<file path="config.mk">
export PLATFORM = sky130hd
export DESIGN_NAME = control_unit
export DESIGN_NICKNAME = d
export VERILOG_FILES = /design/src/rtl/control_unit_pkg.sv /design/src/rtl/control_unit_rom.sv /design/src/rtl/control_unit.sv
export SDC_FILE = /design/constraint.sdc
export NUM_CORES = 1
export LEC_CHECK = 0
export ABC_CLOCK_PERIOD_IN_PS = 2100
export CAP_MARGIN = 25
export CORE_AREA = 3 3 40 42
export DETAILED_ROUTE_END_ITERATION = 8
export DIE_AREA = 0 0 43 45
export PLACE_DENSITY_LB_ADDON = 0.15
export SLEW_MARGIN = 20
export SYNTH_ARGS = -nofsm -noshare
export SYNTH_HDL_FRONTEND = slang
export SYNTH_SLANG_ARGS = --single-unit
</file>
<file path="constraint.sdc">
create_clock -name clk -period 2.1 [get_ports clk]
set_input_delay 0.63 -clock clk [delete_from_list [all_inputs] [get_ports clk]]
set_output_delay 0.63 -clock clk [all_outputs]
set_load 0.005 [all_outputs]
</file>
<file path="src/rtl/control_unit_pkg.sv">
// Shared constants for the 4-bit uP control unit: opcodes, ALU functions and
// control-word bit positions.
package control_unit_pkg;

  localparam int unsigned OPCODE_W = 4;
  localparam int unsigned ALU_F_W  = 3;

  typedef enum logic [OPCODE_W-1:0] {
    OP_JC    = 4'b0000,
    OP_JNC   = 4'b0001,
    OP_CMPI  = 4'b0010,
    OP_CMPM  = 4'b0011,
    OP_LIT   = 4'b0100,
    OP_IN    = 4'b0101,
    OP_LD    = 4'b0110,
    OP_ST    = 4'b0111,
    OP_JZ    = 4'b1000,
    OP_JNZ   = 4'b1001,
    OP_ADDI  = 4'b1010,
    OP_ADDM  = 4'b1011,
    OP_JMP   = 4'b1100,
    OP_OUT   = 4'b1101,
    OP_NANDI = 4'b1110,
    OP_NANDM = 4'b1111
  } opcode_e;

  localparam logic [ALU_F_W-1:0] ALU_PASSA = 3'b000;
  localparam logic [ALU_F_W-1:0] ALU_SUB   = 3'b001;
  localparam logic [ALU_F_W-1:0] ALU_PASSB = 3'b010;
  localparam logic [ALU_F_W-1:0] ALU_ADD   = 3'b011;
  localparam logic [ALU_F_W-1:0] ALU_NAND  = 3'b100;

  localparam int unsigned CW_EN_PC    = 0;
  localparam int unsigned CW_LOAD_PC  = 1;
  localparam int unsigned CW_EN_FETCH = 2;
  localparam int unsigned CW_EN_ACCU  = 3;
  localparam int unsigned CW_OE_OPRND = 4;
  localparam int unsigned CW_OE_ALU   = 5;
  localparam int unsigned CW_OE_IN    = 6;
  localparam int unsigned CW_EN_OUT   = 7;
  localparam int unsigned CW_CS_RAM   = 8;
  localparam int unsigned CW_WE_RAM   = 9;
  localparam int unsigned CW_W        = 10;

endpackage

</file>
<file path="src/rtl/control_unit_rom.sv">
// Combinational decode of {instr, flags, phase} into the datapath control word,
// ALU function and flag-write enable.
module control_unit_rom
  import control_unit_pkg::*;
(
  input  logic [OPCODE_W-1:0] instr,
  input  logic                c_flag,
  input  logic                z_flag,
  input  logic                phase,
  output logic [CW_W-1:0]     ctrl,
  output logic [ALU_F_W-1:0]  alu_f,
  output logic                flags_en
);

  always_comb begin
    ctrl     = '0;
    alu_f    = ALU_PASSA;
    flags_en = 1'b0;
    if (!phase) begin
      ctrl[CW_EN_PC]    = 1'b1;
      ctrl[CW_EN_FETCH] = 1'b1;
    end else begin
      case (opcode_e'(instr))
        OP_JC:  ctrl[CW_LOAD_PC] = c_flag;
        OP_JNC: ctrl[CW_LOAD_PC] = ~c_flag;
        OP_JZ:  ctrl[CW_LOAD_PC] = z_flag;
        OP_JNZ: ctrl[CW_LOAD_PC] = ~z_flag;
        OP_JMP: ctrl[CW_LOAD_PC] = 1'b1;
        OP_CMPI: begin
          ctrl[CW_OE_OPRND] = 1'b1;
          alu_f             = ALU_SUB;
          flags_en          = 1'b1;
        end
        OP_CMPM: begin
          ctrl[CW_CS_RAM] = 1'b1;
          alu_f           = ALU_SUB;
          flags_en        = 1'b1;
        end
        OP_LIT: begin
          ctrl[CW_OE_OPRND] = 1'b1;
          ctrl[CW_EN_ACCU]  = 1'b1;
          alu_f             = ALU_PASSB;
        end
        OP_IN: begin
          ctrl[CW_OE_IN]   = 1'b1;
          ctrl[CW_EN_ACCU] = 1'b1;
          alu_f            = ALU_PASSB;
        end
        OP_LD: begin
          ctrl[CW_CS_RAM]  = 1'b1;
          ctrl[CW_EN_ACCU] = 1'b1;
          alu_f            = ALU_PASSB;
        end
        OP_ST: begin
          ctrl[CW_OE_ALU] = 1'b1;
          ctrl[CW_CS_RAM] = 1'b1;
          ctrl[CW_WE_RAM] = 1'b1;
        end
        OP_ADDI: begin
          ctrl[CW_OE_OPRND] = 1'b1;
          ctrl[CW_EN_ACCU]  = 1'b1;
          alu_f             = ALU_ADD;
          flags_en          = 1'b1;
        end
        OP_ADDM: begin
          ctrl[CW_CS_RAM]  = 1'b1;
          ctrl[CW_EN_ACCU] = 1'b1;
          alu_f            = ALU_ADD;
          flags_en         = 1'b1;
        end
        OP_OUT: begin
          ctrl[CW_OE_ALU] = 1'b1;
          ctrl[CW_EN_OUT] = 1'b1;
        end
        OP_NANDI: begin
          ctrl[CW_OE_OPRND] = 1'b1;
          ctrl[CW_EN_ACCU]  = 1'b1;
          alu_f             = ALU_NAND;
          flags_en          = 1'b1;
        end
        OP_NANDM: begin
          ctrl[CW_CS_RAM]  = 1'b1;
          ctrl[CW_EN_ACCU] = 1'b1;
          alu_f            = ALU_NAND;
          flags_en         = 1'b1;
        end
        default: ;
      endcase
    end
  end

endmodule

</file>
<file path="src/rtl/control_unit.sv">
// Sequencer for the 4-bit uP: fetch/execute phase flop, C/Z flag register and
// run-enable gating wrapped around the decode ROM.
module control_unit
  import control_unit_pkg::*;
#(
  parameter int unsigned OP_W = OPCODE_W,
  parameter int unsigned F_W  = ALU_F_W
) (
  input  logic            clk,
  input  logic            reset,
  input  logic            en,
  input  logic [OP_W-1:0] instr,
  input  logic            carry,
  input  logic            zero,
  output logic            phase,
  output logic            c_flag,
  output logic            z_flag,
  output logic            en_pc,
  output logic            load_pc,
  output logic            en_fetch,
  output logic            en_accu,
  output logic            oe_oprnd,
  output logic            oe_alu,
  output logic            oe_in,
  output logic            en_out,
  output logic            cs_ram,
  output logic            we_ram,
  output logic [F_W-1:0]  alu_f
);

  logic                phase_q, c_q, z_q;
  logic [CW_W-1:0]     rom_ctrl, ctrl;
  logic [ALU_F_W-1:0]  rom_f;
  logic                rom_flags_en;
  logic                active;

  control_unit_rom u_rom (
    .instr    (instr),
    .c_flag   (c_q),
    .z_flag   (z_q),
    .phase    (phase_q),
    .ctrl     (rom_ctrl),
    .alu_f    (rom_f),
    .flags_en (rom_flags_en)
  );

  always_ff @(posedge clk or negedge reset) begin
    if (!reset) begin
      phase_q <= 1'b0;
      c_q     <= 1'b0;
      z_q     <= 1'b0;
    end else if (en) begin
      phase_q <= ~phase_q;
      if (phase_q && rom_flags_en) begin
        c_q <= carry;
        z_q <= zero;
      end
    end
  end

  // Reset is included so the fetch word does not leak out while held in reset.
  assign active = en & reset;

  always_comb begin
    ctrl  = '0;
    alu_f = ALU_PASSA;
    if (active) begin
      ctrl  = rom_ctrl;
      alu_f = rom_f;
    end
  end

  assign phase    = phase_q;
  assign c_flag   = c_q;
  assign z_flag   = z_q;
  assign en_pc    = ctrl[CW_EN_PC];
  assign load_pc  = ctrl[CW_LOAD_PC];
  assign en_fetch = ctrl[CW_EN_FETCH];
  assign en_accu  = ctrl[CW_EN_ACCU];
  assign oe_oprnd = ctrl[CW_OE_OPRND];
  assign oe_alu   = ctrl[CW_OE_ALU];
  assign oe_in    = ctrl[CW_OE_IN];
  assign en_out   = ctrl[CW_EN_OUT];
  assign cs_ram   = ctrl[CW_CS_RAM];
  assign we_ram   = ctrl[CW_WE_RAM];

endmodule

</file>
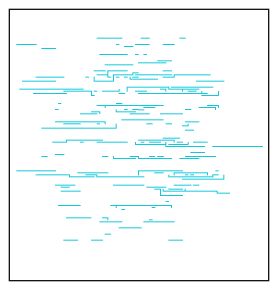
Figure 1: M1 wires.
Drawn at 6 px/um.
78 nets have wire on it. The layer carries 459 um of wire. The longest straight run is 12.4 um. The wires run mostly horizontal.
met1 Use GR: 0.1404
Total Routed Length: 1082 um
vias: 464

==> ci_impl_report.md <==
## Implementation flow summary

| Metric | Value |
|---|---|
| Worst-case hold slack | `0.4078 ns` |
| Failing checks | `negative setup slack` |
| PwrDens | `692.1 nW/um^2` |
| Final worst slack | `-0.03458 ns` |
| Via density | `4.594` |
| Final setup fails | `1` |
| H-tree Lvls | `1` |
| Syn Inst Count | `45` |
| Yosys top cell area share | `0.2247` |
| Die Size | `1935 sq um` |
| CTS tree | `done` |
| Outcome | `finished with violations` |
| Startpoint class of the critical path | `input pin` |
| Final hold vios | `0` |
| Clock transition at path regs | `0.04 ns` |
| Syn nets | `54` |
| Vias in the first global route | `442` |
| Yosys simple share | `0.4569` |
| Synth Area per Inst | `7.424 sq um` |
| Core area | `1285 sq um` |
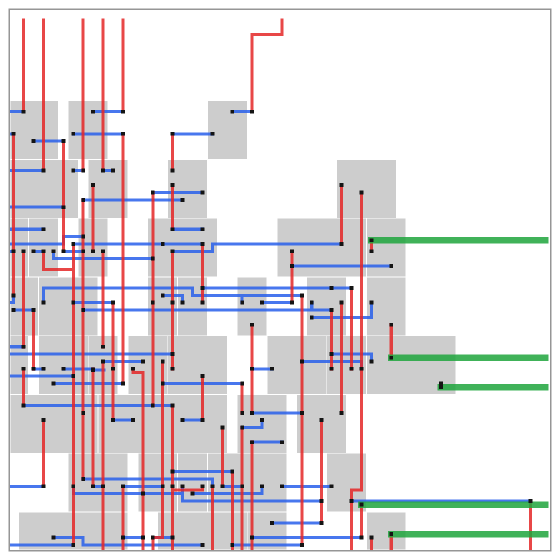
Figure 2: a small window of the routed layout.
Window x 18 to 43, y 20 to 45 um. Cells in gray, sequential cells in the stronger gray; small squares are vias.
Key: blue = met1; green = met3; red = met2
Most frequent: buf_2 (8), nand2_1 (6), buf_4 (6). 40 logic cells have their middle in the window. Sequential cells in the window: 0.

-- power by group --
group	total [uW]	switching, uW	internal, uW
Sequential	117	28.7	88.0
Clock	103	31.6	71.3
Combinational	269	98.0	171
-- repair_timing --
item,4_1_cts,5_1_grt
setup buffers,6,0
endpoints found under the setup margin,13,9
gates resized,72,9
pin swaps,5,2
-- per-layer routing --
layer / wire length (um) / global-route usage
met1: 459 / 0.1404
met2: 508 / 0.1976
met3: 79 / 0.02789
met4: 34 / 0.1265
met5: 0 / 0
-- layout make-up --
cell class / instances / area (sq um)
clock buffers: 4 / 26.28
well taps: 15 / 18.77
repair buffers: 41 / 316.6
flip-flops and latches: 3 / 75.07
multi-input cells: 38 / 269.0
fillers: 135 / 579.3
-- cells in the final DEF (no fill, tap or decap), types with 2 or more instances in the layout --
master	count
clkbuf_4	3
buf_6	4
nor2_1	6
nor3_2	3
a21oi_1	2
dfrtp_1	3
nand2_1	8
mux2_2	2
clkdlybuf4s50_1	5
nand3_1	2
buf_2	14
buf_4	13
dlygate4sd2_1	2
-- worst min-delay path: stages --
cell and delay, ns:
buf_2 0.12, buf_6 0.10, buf_4 0.11
-- registers in the layout, summed over array words and instances (netlist names) --
register  flops
phase         1
z_flag        1
c_flag        1
-- path summary, 6_finish.rpt --
| path | end | start | slack [ns] | depth (start not counted) |
|---|---|---|---|---|
| worst max-delay path | load_pc | instr[3] | -0.03 | 5 |
| worst max register to register | c_flag | phase | 0.87 | 4 |
| min in group clk | phase | phase | 0.63 | 2 |
| worst min-delay path | phase | reset | 0.41 | 3 |
| max in group asynchronous | c_flag | reset | 1.60 | 3 |
| worst min register to register | phase | phase | 0.63 | 2 |
-- logic make-up after synthesis --
group / Yosys count
AOI/OAI and AO/OA: 4
muxes: 2
xor gates and xnor gates: 3
and+or+nand+nor: 29
buffers and inverters: 4
DFF: 3
-- metrics by stage --
stage                     cells  instance area (sq um)    util
after global placement       92                  655.6  0.5102
after global routing        101                  705.7  0.5492
after detailed placement     92                  655.6  0.5102
after floorplan              45                  334.1       -
after CTS                   101                  689.4  0.5365
final                       101                  705.7  0.5492
Power figures rest on the tool's default switching activity, not on a simulated workload.
